**Run 1: metal 3**

Scale: 8 px per um. Cells faint in the background.
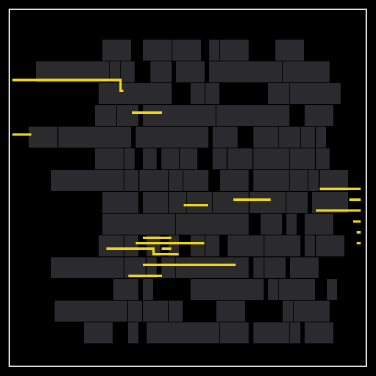
**Run 1: cell classes on the final placement**

Scale: 6 px per um.
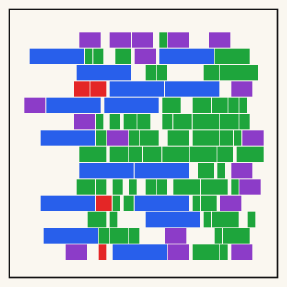
**Run 1: clock wiring as the flow saved it**

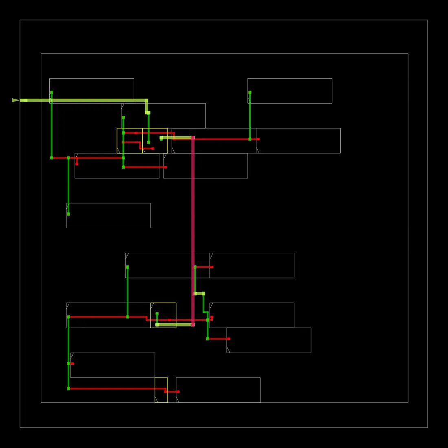
==> src/rtl/sky130_gpio_in_cond_if.sv <==
// sky130_gpio_in_cond_if: pad-input conditioning signals between user logic and the conditioner
interface sky130_gpio_in_cond_if #(parameter int DB_W = 8);
    logic            gpio_in;
    logic            en;
    logic [DB_W-1:0] db_len;
    logic [1:0]      irq_mode;
    logic            irq_clear;
    logic            io_in;
    logic            rise;
    logic            fall;
    logic            irq_pending;
    modport master (
        output gpio_in, en, db_len, irq_mode, irq_clear,
        input  io_in, rise, fall, irq_pending
    );
    modport slave (
        input  gpio_in, en, db_len, irq_mode, irq_clear,
        output io_in, rise, fall, irq_pending
    );
endinterface

==> src/rtl/sky130_gpio_in_cond.sv <==
// sky130_gpio_in_cond: synchronizer, debounce filter, edge strobes and sticky interrupt for one pad input
module sky130_gpio_in_cond #(
    parameter int   SYNC_STAGES = 2,
    parameter int   DB_W        = 8,
    parameter logic RESET_VAL   = 1'b0
) (
    input logic                 clk,
    input logic                 rst_n,
    sky130_gpio_in_cond_if.slave bus
);
    typedef enum logic {IDLE, QUAL} state_t;
    logic [SYNC_STAGES-1:0] sync;
    logic                   s;
    state_t                 state;
    logic [DB_W-1:0]        cnt;
    logic                   io_q, rise_q, fall_q, irq_q;
    assign s = sync[SYNC_STAGES-1];
    always_ff @(posedge clk or negedge rst_n)
        if (!rst_n) sync <= {SYNC_STAGES{RESET_VAL}};
        else sync <= {sync[SYNC_STAGES-2:0], bus.gpio_in};
    // cnt counts edges already seen with s != io_in; compare is against the live db_len
    always_ff @(posedge clk or negedge rst_n)
        if (!rst_n) begin
            state  <= IDLE;
            cnt    <= '0;
            io_q   <= RESET_VAL;
            rise_q <= 1'b0;
            fall_q <= 1'b0;
            irq_q  <= 1'b0;
        end else begin
            rise_q <= 1'b0;
            fall_q <= 1'b0;
            irq_q  <= (rise_q & bus.irq_mode[0]) | (fall_q & bus.irq_mode[1]) | (irq_q & ~bus.irq_clear);
            if (!bus.en || s == io_q) begin
                state <= IDLE;
                cnt   <= '0;
            end else if (state == IDLE && bus.db_len != '0) begin
                state <= QUAL;
                cnt   <= DB_W'(1);
            end else if (state == QUAL && cnt < bus.db_len) begin
                cnt <= cnt + DB_W'(1);
            end else begin
                io_q   <= s;
                rise_q <= s;
                fall_q <= ~s;
                state  <= IDLE;
                cnt    <= '0;
            end
        end
    assign bus.io_in       = io_q;
    assign bus.rise        = rise_q;
    assign bus.fall        = fall_q;
    assign bus.irq_pending = irq_q;
endmodule

==> src/flat_wrapper.sv <==
// flat-port wrapper written by rule: the top's interface ports become plain ports
module sky130_gpio_in_cond_flat 
#(
    parameter int   SYNC_STAGES = 2,
    parameter int   DB_W        = 8,
    parameter logic RESET_VAL   = 1'b0
)
  (clk, rst_n, bus_gpio_in, bus_en, bus_db_len, bus_irq_mode, bus_irq_clear, bus_io_in, bus_rise, bus_fall, bus_irq_pending);
  sky130_gpio_in_cond_if #(.DB_W(DB_W)) bus_i ();
  input logic clk;
  input logic rst_n;
  input wire logic [$bits(bus_i.gpio_in)-1:0] bus_gpio_in;
  input wire logic [$bits(bus_i.en)-1:0] bus_en;
  input wire logic [$bits(bus_i.db_len)-1:0] bus_db_len;
  input wire logic [$bits(bus_i.irq_mode)-1:0] bus_irq_mode;
  input wire logic [$bits(bus_i.irq_clear)-1:0] bus_irq_clear;
  output wire logic [$bits(bus_i.io_in)-1:0] bus_io_in;
  output wire logic [$bits(bus_i.rise)-1:0] bus_rise;
  output wire logic [$bits(bus_i.fall)-1:0] bus_fall;
  output wire logic [$bits(bus_i.irq_pending)-1:0] bus_irq_pending;
  assign bus_i.gpio_in = bus_gpio_in;
  assign bus_i.en = bus_en;
  assign bus_i.db_len = bus_db_len;
  assign bus_i.irq_mode = bus_irq_mode;
  assign bus_i.irq_clear = bus_irq_clear;
  assign bus_io_in = bus_i.io_in;
  assign bus_rise = bus_i.rise;
  assign bus_fall = bus_i.fall;
  assign bus_irq_pending = bus_i.irq_pending;
  sky130_gpio_in_cond #(.SYNC_STAGES(SYNC_STAGES), .DB_W(DB_W), .RESET_VAL(RESET_VAL)) u_core (.clk(clk), .rst_n(rst_n), .bus(bus_i));
endmodule
==> config.mk <==
export PLATFORM = sky130hd
export DESIGN_NAME = sky130_gpio_in_cond_flat
export DESIGN_NICKNAME = d
export VERILOG_FILES = /design/src/rtl/sky130_gpio_in_cond_if.sv /design/src/rtl/sky130_gpio_in_cond.sv /design/src/flat_wrapper.sv
export SDC_FILE = /design/constraint.sdc
export NUM_CORES = 1
export LEC_CHECK = 0
export CORE_MARGIN = 2
export CORE_UTILIZATION = 52
export CTS_CLUSTER_DIAMETER = 60
export DETAILED_ROUTE_END_ITERATION = 6
export MAX_ROUTING_LAYER = met4
export PLACE_DENSITY = 0.92
export REMOVE_ABC_BUFFERS = 1
export SLEW_MARGIN = 20
export SYNTH_ARGS = -nofsm -noshare
export SYNTH_HDL_FRONTEND = slang
export SYNTH_SLANG_ARGS = --single-unit
==> constraint.sdc <==
create_clock -name clk -period 3.5 [get_ports clk]
set_clock_uncertainty 0.2 [all_clocks]
set_input_delay 0.35 -clock clk [delete_from_list [all_inputs] [get_ports clk]]
set_output_delay 0.35 -clock clk [all_outputs]
set_load 0.05 [all_outputs]
==> results_slide.txt, run 1 <==
Implementation Results

Run status
  – Status: finished clean

Finish
  – Logic Gate Count: 55
  – # fillers: about 100
  – Most frequent logic cell in the layout: clkdlybuf4s50_1
  – Number of non-clock inverters in the layout: 10

Critical path
  – Buffer-and-inverter tally for the worst setup path: 1
  – Kind of cell adding the most delay to the critical path: buffers and inverters
  – Slowest-stage cell, CP: clkdlybuf4s50_1
  – Crit end category: output port

Power
  – Peak supply drop: 0.291 mV
  – Comb power frac: 31.4%

Global route
  – Initial antenna violation count: 0
  – Met2 Use GR: between 30% and 40%
  – Grt met1 use: 26.7%

Floorplan
  – I/O pin count: 19

Synth
  – Netlist cell types: 29
  – Complex Gates by Area: 14.3%
  – Synth warn: 0
  – Dominant comb cell: simple AND/OR/NAND/NOR gates
  – Most frequent cell after synthesis: dfrtp_1
  – Post-Syn Area: between 800 and 900 um^2
  – Cell type with the largest total area: dfrtp_1

Clock tree
  – Clock Path Buffers: 2
  – TritonCTS clock tree: built

Final timing
  – Rel. slew slack: 57.3%
  – Setup Viol. Count Final: 0

Routing
  – Met1 WL: 804 um

Hold path
  – Hold Path Class: reg2reg

Run
  – MaxCap Viol Count: 0
Notes on 'metal 3' above:
The longest straight run is 13.3 um. The layer holds 4.2% of the routed length. 15 nets have wire on it. The layer carries 77.0 um of wire.

Notes on 'cell classes on the final placement' above:
Key: other buffers and delay cells = purple [cells 18]; all other logic = green [cells 65]; clock drivers and dummy loads = red [cells 4]; flip-flops = blue [cells 15]

Notes on 'clock wiring as the flow saved it' above:
flip-flops: 15
clk pwr: 0.0000959 W

**Run 1: wires at chosen ports, followed through buffers**

Scale: 12 px per um.
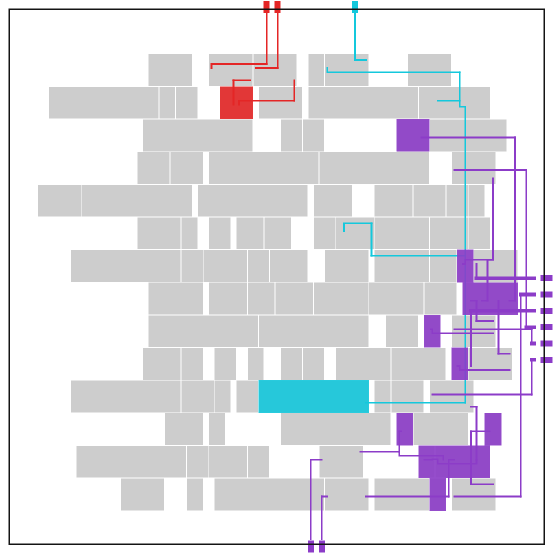

==> inputs of run 2 (changes only) <==
--- a/config.mk
+++ b/config.mk
@@ -6,11 +6,11 @@
 export NUM_CORES = 1
 export LEC_CHECK = 0
 export CORE_MARGIN = 2
-export CORE_UTILIZATION = 52
+export CORE_UTILIZATION = 43
 export CTS_CLUSTER_DIAMETER = 60
 export DETAILED_ROUTE_END_ITERATION = 6
 export MAX_ROUTING_LAYER = met4
-export PLACE_DENSITY = 0.92
+export PLACE_DENSITY = 0.83
 export REMOVE_ABC_BUFFERS = 1
 export SLEW_MARGIN = 20
 export SYNTH_ARGS = -nofsm -noshare
==> constraint.sdc (replaced) <==
create_clock -name clk -period 1.8 [get_ports clk]
set_clock_uncertainty 0.2 [all_clocks]
set_input_delay 0.18 -clock clk [delete_from_list [all_inputs] [get_ports clk]]
set_output_delay 0.18 -clock clk [all_outputs]
set_load 0.05 [all_outputs]
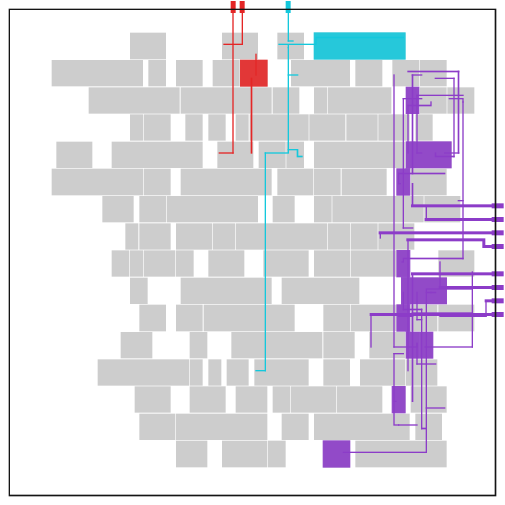
**Above:** run 2 (wires at chosen ports, followed through buffers).
Scale: 10 px per um.
Key: `bus_db_len` = purple [bits 8, direction input, edge right, end cells 10, buffers 14, wire 320 um]; `bus_io_in` = cyan [bits 1, direction output, edge top, end cells 1, buffers 1, wire 55.2 um]; `bus_irq_mode` = red [bits 2, direction input, edge top, end cells 1, buffers 2, wire 30.0 um]
I/O pin count: 19
IO buf count: 18

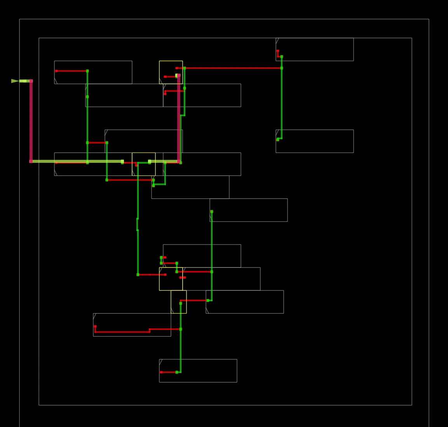
**Above:** run 2 (clock wiring as the flow saved it).
Latency at later pin: 290 ps
total clock sinks: 15
clk_buf instances: 3
TritonCTS Buffers: 3
clk pwr: 0.000192 W

==> run 2 against run 1 <==
Effect of this change:
- the flow now finishes with violations (setup timing)
- sequential cell count did not move
- global-route usage fell by 0.79 points
- clock-buffer cell count fell by 1
- via count rose by 13%
- worst setup slack got worse by 1400 ps
- largest cell class unchanged
==> results_slide.txt, run 2 <==
Implementation Results

Synth
  – Synth warn: 0 (unchanged)
  – Flops after synth: 15
  – Netlist cell types: 29 (unchanged)
  – Dominant comb cell: simple AND/OR/NAND/NOR gates
  – Mux area share: 0%
  – Most frequent cell after synthesis: dfrtp_1
  – XOR Share, Synth: 8.09%
  – Sequential area share after synthesis: between 40% and 50%
  – Asr flop ratio synth: 100%
  – Post-Syn Area: 851 um^2 (unchanged)
  – Complex Gates by Area: 14.3% (unchanged)
  – Cell type with the largest total area: dfrtp_1

Global route
  – Initial antenna violation count: 0 (unchanged)
  – Grt met1 use: 23.1% (-3.7 points)
  – Global-route wire length before repair: roughly 3.8 mm

Clock tree
  – # hold bufs at CTS: 0
  – Clock Root Buffer: clkbuf_4
  – Clock Path Buffers: 2 (unchanged)
  – TritonCTS clock tree: built

Finish
  – Flip-flops: 15 (unchanged)
  – Most frequent logic cell in the layout: buf_4
  – Top logic cells by instance count in the layout: buf_4, dfrtp_1, clkdlybuf4s50_1
  – Non-Clock Buffer Area Fraction: 20.6%
  – Logic Gate Count: 56 (+1.8%)
  – Number of non-clock inverters in the layout: 10 (unchanged)
  – # fillers: 163 (+57%)

Floorplan
  – Chip Width: 48.5 um
  – CORE AREA: 1920 um^2

Final timing
  – Hold WS: 21.4 ps
  – Setup Viol. Count Final: 1 (+1)
  – Final setup margin: -3.63 ps
  – Rel. slew slack: 79.3% (+22 points)
  – Fmax: 554 MHz

Critical path
  – Kind of cell adding the most delay to the critical path: AND-OR/OR-AND gates
  – Flop2flop setup slack: -4 ps
  – Crit end category: register
  – CP startpoint: u_core.cnt[3]
  – Buffer-and-inverter tally for the worst setup path: 0 (-1)
  – Slowest-stage cell, CP: dfrtp_1

Power
  – P_seq: approximately 0.0004 W
  – Comb power frac: 36.5% (+5.1 points)
  – Peak supply drop: 0.573 mV (+97%)
  – Clock Power Share: about a fifth

Run status
  – Failing checks: setup timing
  – Status: complete, but fails checks

Routing
  – Met1 WL: 835 um (+3.9%)

Run
  – MaxCap Viol Count: 0 (unchanged)

Hold path
  – Hold Path Class: in2async
No activity file was given, so power comes from the tool's default toggle rates.
